==> run_1/pdn.png <==
Scale: 2 px per um. Pins as bars on the die edge.
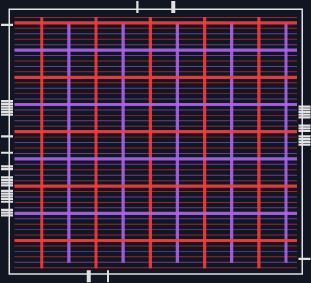
==> run_1/final_clocks.png <==
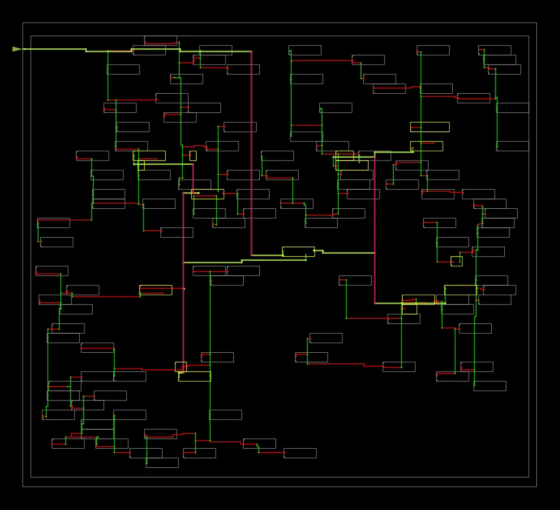
==> run_1/met2.png <==
Scale: 2 px per um.
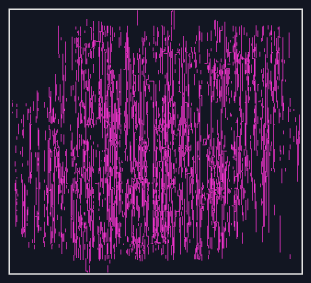
<file path="src/rtl/calc_op_sequencer_if.sv">
// Request/result handshake bundle for calc_op_sequencer: start/op/a/b/ack in, busy/done/err/result out.
interface calc_op_sequencer_if #(
  parameter int W = 8
);
  logic           start;
  logic [2:0]     op;
  logic [W-1:0]   a;
  logic [W-1:0]   b;
  logic           ack;
  logic           busy;
  logic           done;
  logic           err;
  logic [2*W-1:0] result;

  modport master (
    output start, op, a, b, ack,
    input  busy, done, err, result
  );

  modport slave (
    input  start, op, a, b, ack,
    output busy, done, err, result
  );
endinterface

</file>
<file path="src/rtl/calc_op_sequencer.sv">
// Iterative calculator engine: IDLE -> LOAD -> RUN (one step per clock) -> DONE, result held until ack.
// Define CALC_CYCLE_COUNT_EN to add the cycles[15:0] output (RUN cycles of the last completed operation).
module calc_op_sequencer #(
  parameter int W = 8
) (
  input  logic               Clk,
  input  logic               Reset,
  calc_op_sequencer_if.slave bus
`ifdef CALC_CYCLE_COUNT_EN
  ,
  output logic [15:0]        cycles
`endif
);

  typedef enum logic [1:0] {
    S_IDLE,
    S_LOAD,
    S_RUN,
    S_DONE
  } state_t;

  typedef enum logic [2:0] {
    OP_ADD     = 3'd0,
    OP_SUB     = 3'd1,
    OP_DIV     = 3'd2,
    OP_MULT    = 3'd3,
    OP_GCD     = 3'd4,
    OP_ISPRIME = 3'd5,
    OP_SQRT    = 3'd6,
    OP_RSVD    = 3'd7
  } op_t;

  localparam logic [W-1:0] ONE_W    = {{(W-1){1'b0}}, 1'b1};
  localparam logic [W-1:0] TWO_W    = {{(W-2){1'b0}}, 2'b10};
  localparam logic [W:0]   ONE_W1   = {{W{1'b0}}, 1'b1};
  localparam logic [W:0]   TWO_W1   = {{(W-1){1'b0}}, 2'b10};
  localparam logic [W-1:0] MUL_LAST = W'(W - 1);

  state_t state_q, state_n;

  op_t            op_q;
  logic [W-1:0]   a_q, b_q;
  logic [W-1:0]   x_q, x_n;
  logic [W-1:0]   y_q, y_n;
  logic [W-1:0]   q_q, q_n;
  logic [W:0]     odd_q, odd_n;
  logic [2*W-1:0] mc_q, mc_n;
  logic [2*W-1:0] acc_q, acc_n;
  logic [W-1:0]   cnt_q, cnt_n;

  logic [2*W-1:0] result_q, res_n;
  logic           err_q, err_n;
  logic           fin;

  always_ff @(posedge Clk or posedge Reset) begin
    if (Reset) state_q <= S_IDLE;
    else       state_q <= state_n;
  end

  always_comb begin
    state_n = state_q;
    unique case (state_q)
      S_IDLE: if (bus.start) state_n = S_LOAD;
      S_LOAD: state_n = S_RUN;
      S_RUN:  if (fin) state_n = S_DONE;
      S_DONE: if (bus.ack) state_n = S_IDLE;
      default: state_n = S_IDLE;
    endcase
  end

  // Shared registers by op: x = remainder/gcd-x/trial remainder, y = divisor/gcd-y/multiplier/trial d,
  // q = quotient/sqrt root, mc/acc = multiply shift-add pair.
  always_comb begin
    x_n   = x_q;
    y_n   = y_q;
    q_n   = q_q;
    odd_n = odd_q;
    mc_n  = mc_q;
    acc_n = acc_q;
    cnt_n = cnt_q;
    res_n = result_q;
    err_n = 1'b0;
    fin   = 1'b0;

    if (state_q == S_LOAD) begin
      x_n   = a_q;
      y_n   = (op_q == OP_ISPRIME) ? TWO_W : b_q;
      q_n   = '0;
      odd_n = ONE_W1;
      mc_n  = {{W{1'b0}}, a_q};
      acc_n = '0;
      cnt_n = '0;
    end else if (state_q == S_RUN) begin
      unique case (op_q)
        OP_ADD: begin
          fin   = 1'b1;
          res_n = {{(W-1){1'b0}}, ({1'b0, a_q} + {1'b0, b_q})};
        end
        OP_SUB: begin
          fin   = 1'b1;
          res_n = {{W{1'b0}}, a_q} - {{W{1'b0}}, b_q};
        end
        OP_DIV: begin
          if (y_q == '0) begin
            fin   = 1'b1;
            err_n = 1'b1;
            res_n = '0;
          end else if (x_q >= y_q) begin
            x_n = x_q - y_q;
            q_n = q_q + ONE_W;
          end else begin
            fin   = 1'b1;
            res_n = {x_q, q_q};
          end
        end
        OP_MULT: begin
          acc_n = acc_q + (y_q[0] ? mc_q : '0);
          mc_n  = mc_q << 1;
          y_n   = y_q >> 1;
          cnt_n = cnt_q + ONE_W;
          res_n = acc_n;
          fin   = (cnt_q == MUL_LAST);
        end
        OP_GCD: begin
          if (x_q == '0) begin
            fin   = 1'b1;
            res_n = {{W{1'b0}}, y_q};
          end else if ((y_q == '0) || (x_q == y_q)) begin
            fin   = 1'b1;
            res_n = {{W{1'b0}}, x_q};
          end else if (x_q > y_q) begin
            x_n = x_q - y_q;
          end else begin
            y_n = y_q - x_q;
          end
        end
        OP_ISPRIME: begin
          // A zero remainder is seen one cycle after the subtract that produced it.
          if (a_q < TWO_W) begin
            fin   = 1'b1;
            res_n = '0;
          end else if (y_q == a_q) begin
            fin   = 1'b1;
            res_n = {{(2*W-1){1'b0}}, 1'b1};
          end else if (x_q == '0) begin
            fin   = 1'b1;
            res_n = '0;
          end else if (x_q < y_q) begin
            y_n = y_q + ONE_W;
            x_n = a_q;
          end else begin
            x_n = x_q - y_q;
          end
        end
        OP_SQRT: begin
          if ({1'b0, x_q} >= odd_q) begin
            x_n   = x_q - odd_q[W-1:0];
            odd_n = odd_q + TWO_W1;
            q_n   = q_q + ONE_W;
          end else begin
            fin   = 1'b1;
            res_n = {{W{1'b0}}, q_q};
          end
        end
        default: begin
          fin   = 1'b1;
          err_n = 1'b1;
          res_n = '0;
        end
      endcase
    end
  end

  always_ff @(posedge Clk or posedge Reset) begin
    if (Reset) begin
      op_q     <= OP_ADD;
      a_q      <= '0;
      b_q      <= '0;
      x_q      <= '0;
      y_q      <= '0;
      q_q      <= '0;
      odd_q    <= '0;
      mc_q     <= '0;
      acc_q    <= '0;
      cnt_q    <= '0;
      result_q <= '0;
      err_q    <= 1'b0;
    end else begin
      if ((state_q == S_IDLE) && bus.start) begin
        op_q <= op_t'(bus.op);
        a_q  <= bus.a;
        b_q  <= bus.b;
      end
      x_q   <= x_n;
      y_q   <= y_n;
      q_q   <= q_n;
      odd_q <= odd_n;
      mc_q  <= mc_n;
      acc_q <= acc_n;
      cnt_q <= cnt_n;
      if ((state_q == S_RUN) && fin) begin
        result_q <= res_n;
        err_q    <= err_n;
      end
    end
  end

`ifdef CALC_CYCLE_COUNT_EN
  logic [15:0] run_cnt_q;
  logic [15:0] run_cnt_inc;

  assign run_cnt_inc = (run_cnt_q == 16'hFFFF) ? run_cnt_q : run_cnt_q + 16'd1;

  always_ff @(posedge Clk or posedge Reset) begin
    if (Reset) begin
      run_cnt_q <= '0;
      cycles    <= '0;
    end else if (state_q == S_LOAD) begin
      run_cnt_q <= '0;
    end else if (state_q == S_RUN) begin
      if (fin) cycles    <= run_cnt_inc;
      else     run_cnt_q <= run_cnt_inc;
    end
  end
`endif

  assign bus.busy   = (state_q == S_LOAD) || (state_q == S_RUN);
  assign bus.done   = (state_q == S_DONE);
  assign bus.err    = err_q;
  assign bus.result = result_q;

endmodule
</file>
<file path="src/flat_wrapper.sv">
// flat-port wrapper written by rule: the top's interface ports become plain ports
module calc_op_sequencer_flat 
#(
  parameter int W = 8
)
  (Clk, Reset, bus_start, bus_op, bus_a, bus_b, bus_ack, bus_busy, bus_done, bus_err, bus_result);
  calc_op_sequencer_if #(.W(W)) bus_i ();
  input  logic Clk;
  input  logic Reset;
  input wire logic [$bits(bus_i.start)-1:0] bus_start;
  input wire logic [$bits(bus_i.op)-1:0] bus_op;
  input wire logic [$bits(bus_i.a)-1:0] bus_a;
  input wire logic [$bits(bus_i.b)-1:0] bus_b;
  input wire logic [$bits(bus_i.ack)-1:0] bus_ack;
  output wire logic [$bits(bus_i.busy)-1:0] bus_busy;
  output wire logic [$bits(bus_i.done)-1:0] bus_done;
  output wire logic [$bits(bus_i.err)-1:0] bus_err;
  output wire logic [$bits(bus_i.result)-1:0] bus_result;
  assign bus_i.start = bus_start;
  assign bus_i.op = bus_op;
  assign bus_i.a = bus_a;
  assign bus_i.b = bus_b;
  assign bus_i.ack = bus_ack;
  assign bus_busy = bus_i.busy;
  assign bus_done = bus_i.done;
  assign bus_err = bus_i.err;
  assign bus_result = bus_i.result;
  calc_op_sequencer #(.W(W)) u_core (.Clk(Clk), .Reset(Reset), .bus(bus_i));
endmodule
</file>
<file path="config.mk">
export PLATFORM = sky130hd
export DESIGN_NAME = calc_op_sequencer_flat
export DESIGN_NICKNAME = d
export VERILOG_FILES = /design/src/rtl/calc_op_sequencer_if.sv /design/src/rtl/calc_op_sequencer.sv /design/src/flat_wrapper.sv
export SDC_FILE = /design/constraint.sdc
export NUM_CORES = 1
export LEC_CHECK = 0
export CAP_MARGIN = 20
export CORE_ASPECT_RATIO = 0.9
export CORE_MARGIN = 2
export CORE_UTILIZATION = 45
export DETAILED_ROUTE_END_ITERATION = 10
export PLACE_DENSITY_LB_ADDON = 0.2
export SKIP_CTS_REPAIR_TIMING = 1
export SLEW_MARGIN = 20
export SYNTH_ARGS = -nofsm -noshare
export SYNTH_HDL_FRONTEND = slang
export SYNTH_SLANG_ARGS = --single-unit
</file>
<file path="constraint.sdc">
create_clock -name Clk -period 4.1 [get_ports Clk]
set_input_delay 0.82 -clock Clk [delete_from_list [all_inputs] [get_ports Clk]]
set_output_delay 0.82 -clock Clk [all_outputs]
set_load 0.02 [all_outputs]
</file>
==> impl_metrics.csv, run 1 <==
group,metric,value,unit
global_routing,grt_overflow,0,
timing,fmax,0.269,GHz
final_layout,design_area,0.00920,mm^2
min_path,hp-class,"reg2reg",
final_layout,ff_latch_area,0.00278,mm^2
clock_tree,htreeDepth,3,
pwr,totalPowerFinal,0.00871,W
clock_tree,cts_made_buffers,9,
die,ioPinCount,42,
status,run_status,"finished clean",
pwr,powerDensity,947,mW/mm^2
final_layout,post-route-util,52.1,%
setup_path,cp-end-kind,"flop",
final_layout,lay_top_cells,"dfrtp_1 (111), o21ai_0 (70), nand2_1 (64)",
yosys,numSynthFlops,111,
setup_path,cp_cell_sequence,"inv_1, ha_1, inv_1, fa_1, a21o_1, a211o_1, a221oi_1, nor2_1, or4b_4, a21oi_1, mux2_2",
setup_path,crit_path_max_incr_delay,660,ps
drt,drtIter0Drc,536,
pwr,top_power_group,"combinational logic",
placed_design,dp_cells,1158,
yosys,synth_top_cell_by_area,"dfrtp_1",
final_layout,largest_class,"logic gates",
setup_path,cp-startpoint,"u_core.x_q[0]$_DFFE_PP0P_",
yosys,synthArstFlopShare,100,%
## Picture notes: pdn.png
net	colour
VDD	purple
VSS	red
rows	46
met1 rails	47
signal pins	42
Core ar.: 0.0177 mm^2
Peak VDD IR: 0.442 mV
Die Y: 132 um
die width: 146 um

## Picture notes: final_clocks.png
CLK BUF: 10
CTS sink count: 111
Clock Latency Late Sink: 360 ps
final clock skew: 14.5 ps
registers: 111

## Picture notes: met2.png
longest straight run	56.4 um
main direction	vertical
nets with wire on the layer	824
share of all routed wire	44%
wire length on this layer	10300 um
final WL: 23.7 mm
DR vias: 6955
met2 Track Usage GR: 36.9%

==> run 1: critical path, delay by kind of cell (launching register included) <==
family / cells / cell delay (ps)
muxes: 1 / 350
adders and majority gates: 2 / 620
AOI/OAI and AO/OA: 4 / 1180
buffers and inverters: 2 / 260
DFF: 1 / 440
and+or+nand+nor: 2 / 760
==> run 1: logic make-up (layout without fill, tap and decap cells) <==
kind of cell / Yosys count / after routing / share of synthesized area (%)
xor+xnor: 56 / 56 / 6.21
mux: 47 / 47 / 6.35
buf+inv: 84 / 127 / 4.06
simple gates: 266 / 266 / 16.9
compound gates: 258 / 258 / 21.2
flops: 111 / 111 / 34.1
fa+ha+maj: 69 / 69 / 11.2
==> run 2, diff against run 1 <==
--- a/config.mk
+++ b/config.mk
@@ -10,9 +10,7 @@
 export CORE_MARGIN = 2
 export CORE_UTILIZATION = 45
 export DETAILED_ROUTE_END_ITERATION = 10
-export PLACE_DENSITY_LB_ADDON = 0.2
 export SKIP_CTS_REPAIR_TIMING = 1
-export SLEW_MARGIN = 20
 export SYNTH_ARGS = -nofsm -noshare
 export SYNTH_HDL_FRONTEND = slang
 export SYNTH_SLANG_ARGS = --single-unit
==> constraint.sdc (replaced) <==
create_clock -name Clk -period 4.35 [get_ports Clk]
set_input_delay 0.87 -clock Clk [delete_from_list [all_inputs] [get_ports Clk]]
set_output_delay 0.87 -clock Clk [all_outputs]
set_load 0.02 [all_outputs]
==> run_2/pdn.png <==
Scale: 2 px per um. Pins as bars on the die edge.
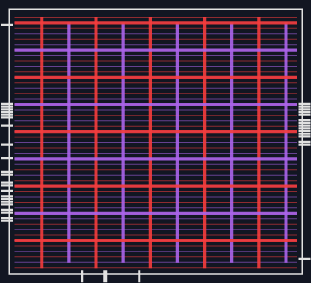
net	colour
VDD	purple
VSS	red
met5 straps	9
met1 rails	47
signal pins	42
rows	46
met4 straps	10
Peak VDD IR: 0.423 mV

==> run 2 against run 1 <==
  * Largest power group unchanged
  * Critical path depth did not move
  * Clock skew down 6.2 ps
  * Cell count down 0.43%
  * Final area decreased by 0.65%
  * Combinational power fell by 6.9%
  * Non-clock buffer count shrank 5
==> impl_metrics.csv, run 2 <==
group,metric,value,unit
setup_path,cp_top_family,"AND-OR/OR-AND gates",
die,ioPinCount,42,
final_layout,lay_top_cells,"dfrtp_1 (111), o21ai_0 (70), nand2_1 (64)",
drt,vias,6877,
drt,drtIter0Drc,599,
die,die_w,146,um
final_layout,design_area,0.00914,mm^2
clock_tree,clkSinkCount,111,
setup_path,cp_cell_sequence,"inv_1, ha_1, inv_1, fa_1, a21o_1, a211o_1, a221oi_1, nor2_1, or4b_4, a21oi_1, mux2_2",
yosys,synthArstFlopShare,100,%
die,core,0.0177,mm^2
pwr,top_power_group,"combinational logic",
setup_path,crit_path_max_incr_delay,700,ps
setup_path,cp-startpoint,"u_core.x_q[0]$_DFFE_PP0P_",
clock_tree,clock_latency,360,ps
clock_tree,htreeDepth,3,
status,run_status,"finished clean",
setup_path,crit_buf_inv,2,
global_routing,grt_overflow,0,
yosys,synth_top_cell_by_area,"dfrtp_1",
setup_path,cp-end-kind,"flop",
==> run_2/final_clocks.png <==
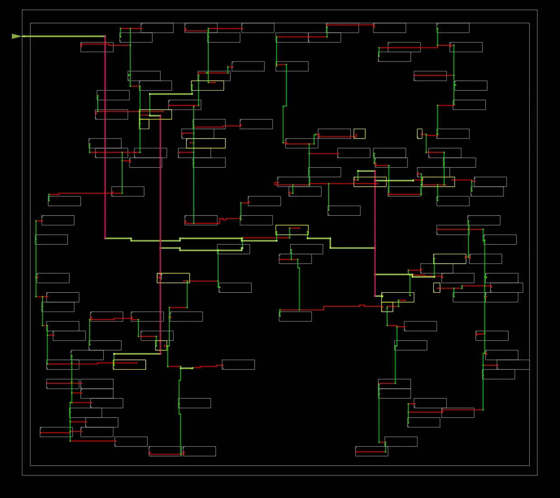
TritonCTS Buffers: 9
P_clk: 0.000858 W
final clock skew: 8.27 ps

## run 2: metal layers
layer	GRT usage (%)	routed length (um)	share of wire [%]	vias to the layer above
met3	4.34	1660	7.2	31
met2	33.8	9540	42	238
met5	0	0	0	-
met4	7.24	472	2.1	0
li1	-	-	-	3311
met1	37.3	11300	49	3297
## run 2: final cells by class
cell class / instances / area [um^2]
fillers: 1695 / 8530
multi-input cells: 696 / 5040
flip-flops and latches: 111 / 2780
repair buffers: 58 / 538
well taps: 240 / 300
clock buffers: 10 / 229
inverters: 48 / 183
clock inverters: 6 / 68.8
## run 2: cells by family after synthesis
group	synth area share (%)
buffers and inverters	4.06
multiplexers	6.35
XOR/XNOR	6.21
AND-OR/OR-AND	21.2
AND/OR/NAND/NOR	16.9
adder cells (fa/ha/maj)	11.2
flip-flops	34.1
Power is estimated from default activity; no workload was simulated.
